**src/rtl/car_sensor_pkg.sv**
```systemverilog
// Shared types and defaults for the loop-detector conditioning path.
// State enum, default parameters and the shared-counter width helper.
package car_sensor_pkg;

    typedef enum logic [1:0] {
        ABSENT,
        ARRIVING,
        PRESENT,
        LEAVING
    } sensorState_t;

    localparam int DefSyncStages = 2;
    localparam int DefDebounce   = 4;
    localparam int DefHold       = 8;
    localparam int DefStuck      = 1024;
    localparam int DefCountW     = 8;

    function automatic int cntWidth(input int debounce, input int hold);
        return $clog2(debounce > hold ? debounce : hold);
    endfunction

    localparam int DefCntW = cntWidth(DefDebounce, DefHold);

endpackage

```
**src/rtl/car_sensor_filter_if.sv**
```systemverilog
// Sensor-side bundle: raw loop input and count clear toward the filter,
// filtered presence, arrival strobe, fault flag and vehicle count back.
interface car_sensor_filter_if #(
    parameter int COUNT_W = 8
);
    logic               raw_sensor;
    logic               count_clr;
    logic               CarDetected;
    logic               arrival_pulse;
    logic               sensor_fault;
    logic [COUNT_W-1:0] car_count;

    modport master (
        output raw_sensor, count_clr,
        input  CarDetected, arrival_pulse, sensor_fault, car_count
    );

    modport slave (
        input  raw_sensor, count_clr,
        output CarDetected, arrival_pulse, sensor_fault, car_count
    );
endinterface

```
**src/rtl/bit_synchronizer.sv**
```systemverilog
// Multi-flop synchronizer for a single asynchronous bit.
// Reusable for any asynchronous sensor input; resets to 0.
module bit_synchronizer #(
    parameter int SYNC_STAGES = 2
) (
    input  logic clk,
    input  logic reset,
    input  logic asyncIn,
    output logic syncOut
);
    logic [SYNC_STAGES-1:0] chain;

    always_ff @(posedge clk) begin
        if (reset) begin
            chain <= '0;
        end else begin
            chain <= {chain[SYNC_STAGES-2:0], asyncIn};
        end
    end

    assign syncOut = chain[SYNC_STAGES-1];
endmodule

```
**src/rtl/car_sensor_filter.sv**
```systemverilog
// Debounce / hold-off filter for the inductive loop detector.
// Define CAR_SENSOR_COUNT_EN to build the saturating car_count register.
module car_sensor_filter
    import car_sensor_pkg::*;
#(
    parameter int SYNC_STAGES     = DefSyncStages,
    parameter int DEBOUNCE_CYCLES = DefDebounce,
    parameter int HOLD_CYCLES     = DefHold,
    parameter int STUCK_CYCLES    = DefStuck,
    parameter int COUNT_W         = DefCountW
) (
    input  logic                clk,
    input  logic                reset,
    car_sensor_filter_if.slave  bus
);
    localparam int CntW   = cntWidth(DEBOUNCE_CYCLES, HOLD_CYCLES);
    localparam int StuckW = $clog2(STUCK_CYCLES);

    localparam logic [CntW-1:0]   DebLast   = CntW'(DEBOUNCE_CYCLES - 1);
    localparam logic [CntW-1:0]   HoldLast  = CntW'(HOLD_CYCLES - 1);
    localparam logic [StuckW-1:0] StuckLast = StuckW'(STUCK_CYCLES - 1);

    logic              syncIn;
    sensorState_t      state;
    logic [CntW-1:0]   cnt;
    logic [StuckW-1:0] stuckCnt;
    logic              pulse;
    logic              fault;
    logic              arrive;

    bit_synchronizer #(
        .SYNC_STAGES(SYNC_STAGES)
    ) uSync (
        .clk     (clk),
        .reset   (reset),
        .asyncIn (bus.raw_sensor),
        .syncOut (syncIn)
    );

    assign arrive = (state == ARRIVING) && syncIn && (cnt == DebLast);

    always_ff @(posedge clk) begin
        if (reset) begin
            state    <= ABSENT;
            cnt      <= '0;
            stuckCnt <= '0;
            pulse    <= 1'b0;
            fault    <= 1'b0;
        end else begin
            pulse <= arrive;
            unique case (state)
                ABSENT: begin
                    if (syncIn) begin
                        state <= ARRIVING;
                        cnt   <= CntW'(1);
                    end
                end
                ARRIVING: begin
                    if (!syncIn) begin
                        state <= ABSENT;
                        cnt   <= '0;
                    end else if (cnt == DebLast) begin
                        state <= PRESENT;
                        cnt   <= '0;
                    end else begin
                        cnt <= cnt + CntW'(1);
                    end
                end
                PRESENT: begin
                    if (!syncIn) begin
                        state <= LEAVING;
                        cnt   <= CntW'(1);
                    end
                end
                LEAVING: begin
                    // a return to high is the same vehicle, not a new arrival
                    if (syncIn) begin
                        state <= PRESENT;
                        cnt   <= '0;
                    end else if (cnt == HoldLast) begin
                        state <= ABSENT;
                        cnt   <= '0;
                        fault <= 1'b0;
                    end else begin
                        cnt <= cnt + CntW'(1);
                    end
                end
            endcase

            if (state == PRESENT) begin
                if (stuckCnt == StuckLast) begin
                    fault <= 1'b1;
                end else begin
                    stuckCnt <= stuckCnt + StuckW'(1);
                end
            end else begin
                stuckCnt <= '0;
            end
        end
    end

    assign bus.CarDetected   = (state == PRESENT) || (state == LEAVING);
    assign bus.arrival_pulse = pulse;
    assign bus.sensor_fault  = fault;

`ifdef CAR_SENSOR_COUNT_EN
    logic [COUNT_W-1:0] countQ;

    always_ff @(posedge clk) begin
        if (reset || bus.count_clr) begin
            countQ <= '0;
        end else if (arrive && (countQ != '1)) begin
            countQ <= countQ + COUNT_W'(1);
        end
    end

    assign bus.car_count = countQ;
`else
    logic unusedCountClr;

    assign unusedCountClr = bus.count_clr;
    assign bus.car_count  = '0;
`endif

endmodule
```
**src/flat_wrapper.sv**
```systemverilog
// flat-port wrapper written by rule: the top's interface ports become plain ports
module car_sensor_filter_flat import car_sensor_pkg::*;
#(
    parameter int SYNC_STAGES     = DefSyncStages,
    parameter int DEBOUNCE_CYCLES = DefDebounce,
    parameter int HOLD_CYCLES     = DefHold,
    parameter int STUCK_CYCLES    = DefStuck,
    parameter int COUNT_W         = DefCountW
)
  (clk, reset, bus_raw_sensor, bus_count_clr, bus_CarDetected, bus_arrival_pulse, bus_sensor_fault, bus_car_count);
  car_sensor_filter_if #(.COUNT_W(COUNT_W)) bus_i ();
  input  logic clk;
  input  logic reset;
  input wire logic [$bits(bus_i.raw_sensor)-1:0] bus_raw_sensor;
  input wire logic [$bits(bus_i.count_clr)-1:0] bus_count_clr;
  output wire logic [$bits(bus_i.CarDetected)-1:0] bus_CarDetected;
  output wire logic [$bits(bus_i.arrival_pulse)-1:0] bus_arrival_pulse;
  output wire logic [$bits(bus_i.sensor_fault)-1:0] bus_sensor_fault;
  output wire logic [$bits(bus_i.car_count)-1:0] bus_car_count;
  assign bus_i.raw_sensor = bus_raw_sensor;
  assign bus_i.count_clr = bus_count_clr;
  assign bus_CarDetected = bus_i.CarDetected;
  assign bus_arrival_pulse = bus_i.arrival_pulse;
  assign bus_sensor_fault = bus_i.sensor_fault;
  assign bus_car_count = bus_i.car_count;
  car_sensor_filter #(.SYNC_STAGES(SYNC_STAGES), .DEBOUNCE_CYCLES(DEBOUNCE_CYCLES), .HOLD_CYCLES(HOLD_CYCLES), .STUCK_CYCLES(STUCK_CYCLES), .COUNT_W(COUNT_W)) u_core (.clk(clk), .reset(reset), .bus(bus_i));
endmodule
```
**config.mk**
```make
export PLATFORM = sky130hd
export DESIGN_NAME = car_sensor_filter_flat
export DESIGN_NICKNAME = d
export VERILOG_FILES = /design/src/rtl/car_sensor_pkg.sv /design/src/rtl/car_sensor_filter_if.sv /design/src/rtl/bit_synchronizer.sv /design/src/rtl/car_sensor_filter.sv /design/src/flat_wrapper.sv
export SDC_FILE = /design/constraint.sdc
export NUM_CORES = 1
export LEC_CHECK = 0
export ABC_CLOCK_PERIOD_IN_PS = 2000
export CAP_MARGIN = 15
export CORE_MARGIN = 4
export CORE_UTILIZATION = 52
export DETAILED_ROUTE_END_ITERATION = 7
export PLACE_DENSITY = 0.77
export RECOVER_POWER = 100
export SLEW_MARGIN = 20
export SYNTH_ARGS = -nofsm -noshare
export SYNTH_HDL_FRONTEND = slang
export SYNTH_SLANG_ARGS = --single-unit
export TNS_END_PERCENT = 1
```
**constraint.sdc**
```tcl
create_clock -name clk -period 2 [get_ports clk]
set_clock_uncertainty 0.2 [all_clocks]
set_input_delay 0.4 -clock clk [delete_from_list [all_inputs] [get_ports clk]]
set_output_delay 0.4 -clock clk [all_outputs]
set_load 0.1 [all_outputs]
```
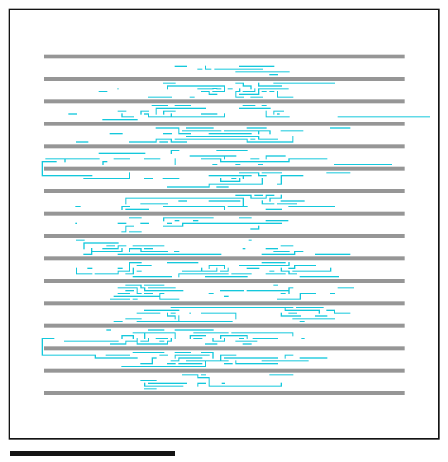
met1.png
Bar = 20 µm. Supply wires on this layer in grey.
nets with wire on the layer: 111
longest straight run: 14.7 µm
wire length on this layer: 817 µm
main direction: horizontal
grt met1 use: 0.160
Via Count: 736
final wirelength: 1670 µm

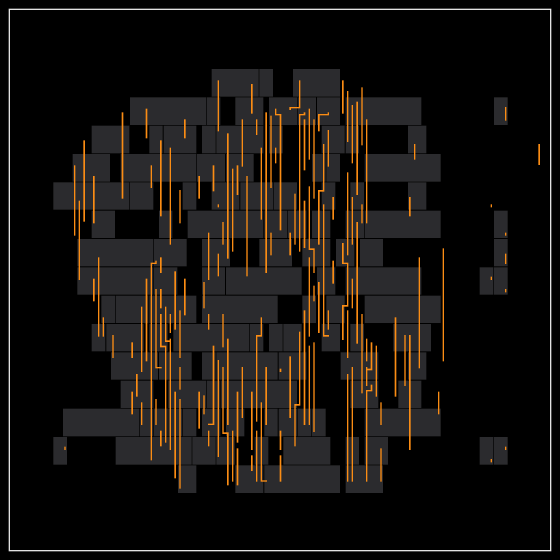
met2.png
Cells faint in the background.
longest straight run: 18.9 µm
share of all routed wire: 44%
wire length on this layer: 736 µm
met2 Use GR: 0.238

==> impl_metrics.py <==
# Physical implementation metrics
metrics = {
    "clock_network": {
        "clk_latency_ps": 300,
        "htree_levels": 1,
        "numCtsBuffers": 3,
    },
    "critical_path": {
        "slowest_delay_ps": 480,
        "path_cells": "buf_2",
        "end_kind": "output port",
        "critPathMaxFanout": 8,
    },
    "cells_and_area": {
        "diodes": 0,
        "fin_area_um2": 1010,
        "num-fill-cells": 155,
        "n_all_inverters": 4,
    },
    "final_timing": {
        "slew_viol_final": 0,
        "period_used_share": 0.917,
    },
    "run": {
        "max_cap_viol_count": 0,
    },
    "synth": {
        "yosysSeqAreaShare": 0.380,
        "edf_count": 0,
        "syn_area_per_cell_um2": 8.94,
    },
    "floorplanning": {
        "fp.dieH_um": 51.9,
        "io_pins": 15,
    },
    "grt": {
        "antenna_found_initial": 0,
    },
    "hold_path": {
        "hold_class": "reg2reg",
    },
    "outcome": {
        "status": "finished clean",
    },
}
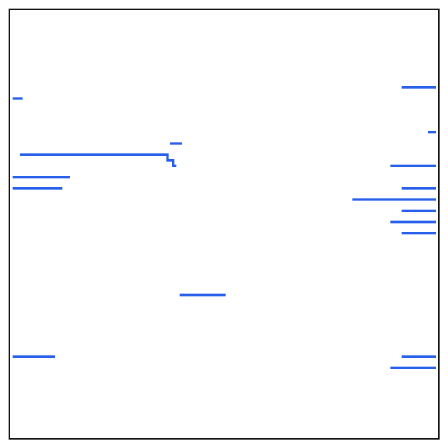
met3.png
main direction: horizontal
nets with wire on the layer: 15
share of all routed wire: 5.4%
wire length on this layer: 90.2 µm
longest straight run: 17.7 µm
met3 usage: 0.0344

## path summary, 6_finish.rpt
check,startpoint,end,cells past startpoint
max,flop,bus_CarDetected,1
min,u_core.uSync.chain[0],u_core.uSync.chain[1],1
max reg2reg,u_core.stuckCnt[0],u_core.stuckCnt[1],5
min reg2reg,u_core.uSync.chain[0],u_core.uSync.chain[1],1
## synth_stat cells, types with 2 or more instances
cell / instances / area, µm²
ha_1: 4 / 50.1
nand2_1: 7 / 26.3
a211oi_1: 2 / 15.0
xor2_1: 2 / 17.5
buf_4: 8 / 60.1
nand3_2: 2 / 20.0
dfxtp_1: 19 / 380
mux2i_1: 2 / 20.0
nand3_1: 3 / 15.0
buf_2: 2 / 10.0
nor3_2: 3 / 30.0
a21oi_1: 3 / 15.0
nor2b_1: 6 / 37.5
nor2_1: 16 / 60.1
inv_1: 4 / 15.0
a31oi_1: 2 / 12.5
a211oi_2: 3 / 37.5
o21ai_0: 4 / 20.0
## metal layers
layer / wire, µm / track usage / vias up
met1: 816 / 0.160 / 332
met3: 90 / 0.0344 / 4
met4: 25 / 0.0699 / 0
li1: - / - / 384
met5: 0 / 0 / -
met2: 735 / 0.238 / 16
## report_power, final
group	total (mW)	internal [mW]	switching (mW)
clock	0.191	0.0776	0.114
combinational	0.0837	0.00977	0.0739
sequential	0.389	0.383	0.00630
## state kept, by name, indices dropped and copies added (netlist names), named ones only
name	flops
u_core.stuckCnt	10
u_core.bus.arrival_pulse	1
u_core.cnt	3
u_core.uSync.chain	2
u_core.bus.sensor_fault	1
u_core.state	1
## metrics by stage
step | utilization | power, mW
2_1_floorplan | - | 0.487
5_1_grt | 0.568 | 0.691
3_5_place_dp | 0.595 | 0.483
4_1_cts | 0.610 | 0.669
3_3_place_gp | 0.595 | 0.481
6_report | 0.568 | 0.664
Power figures rest on the tool's default switching activity, not on a simulated workload.
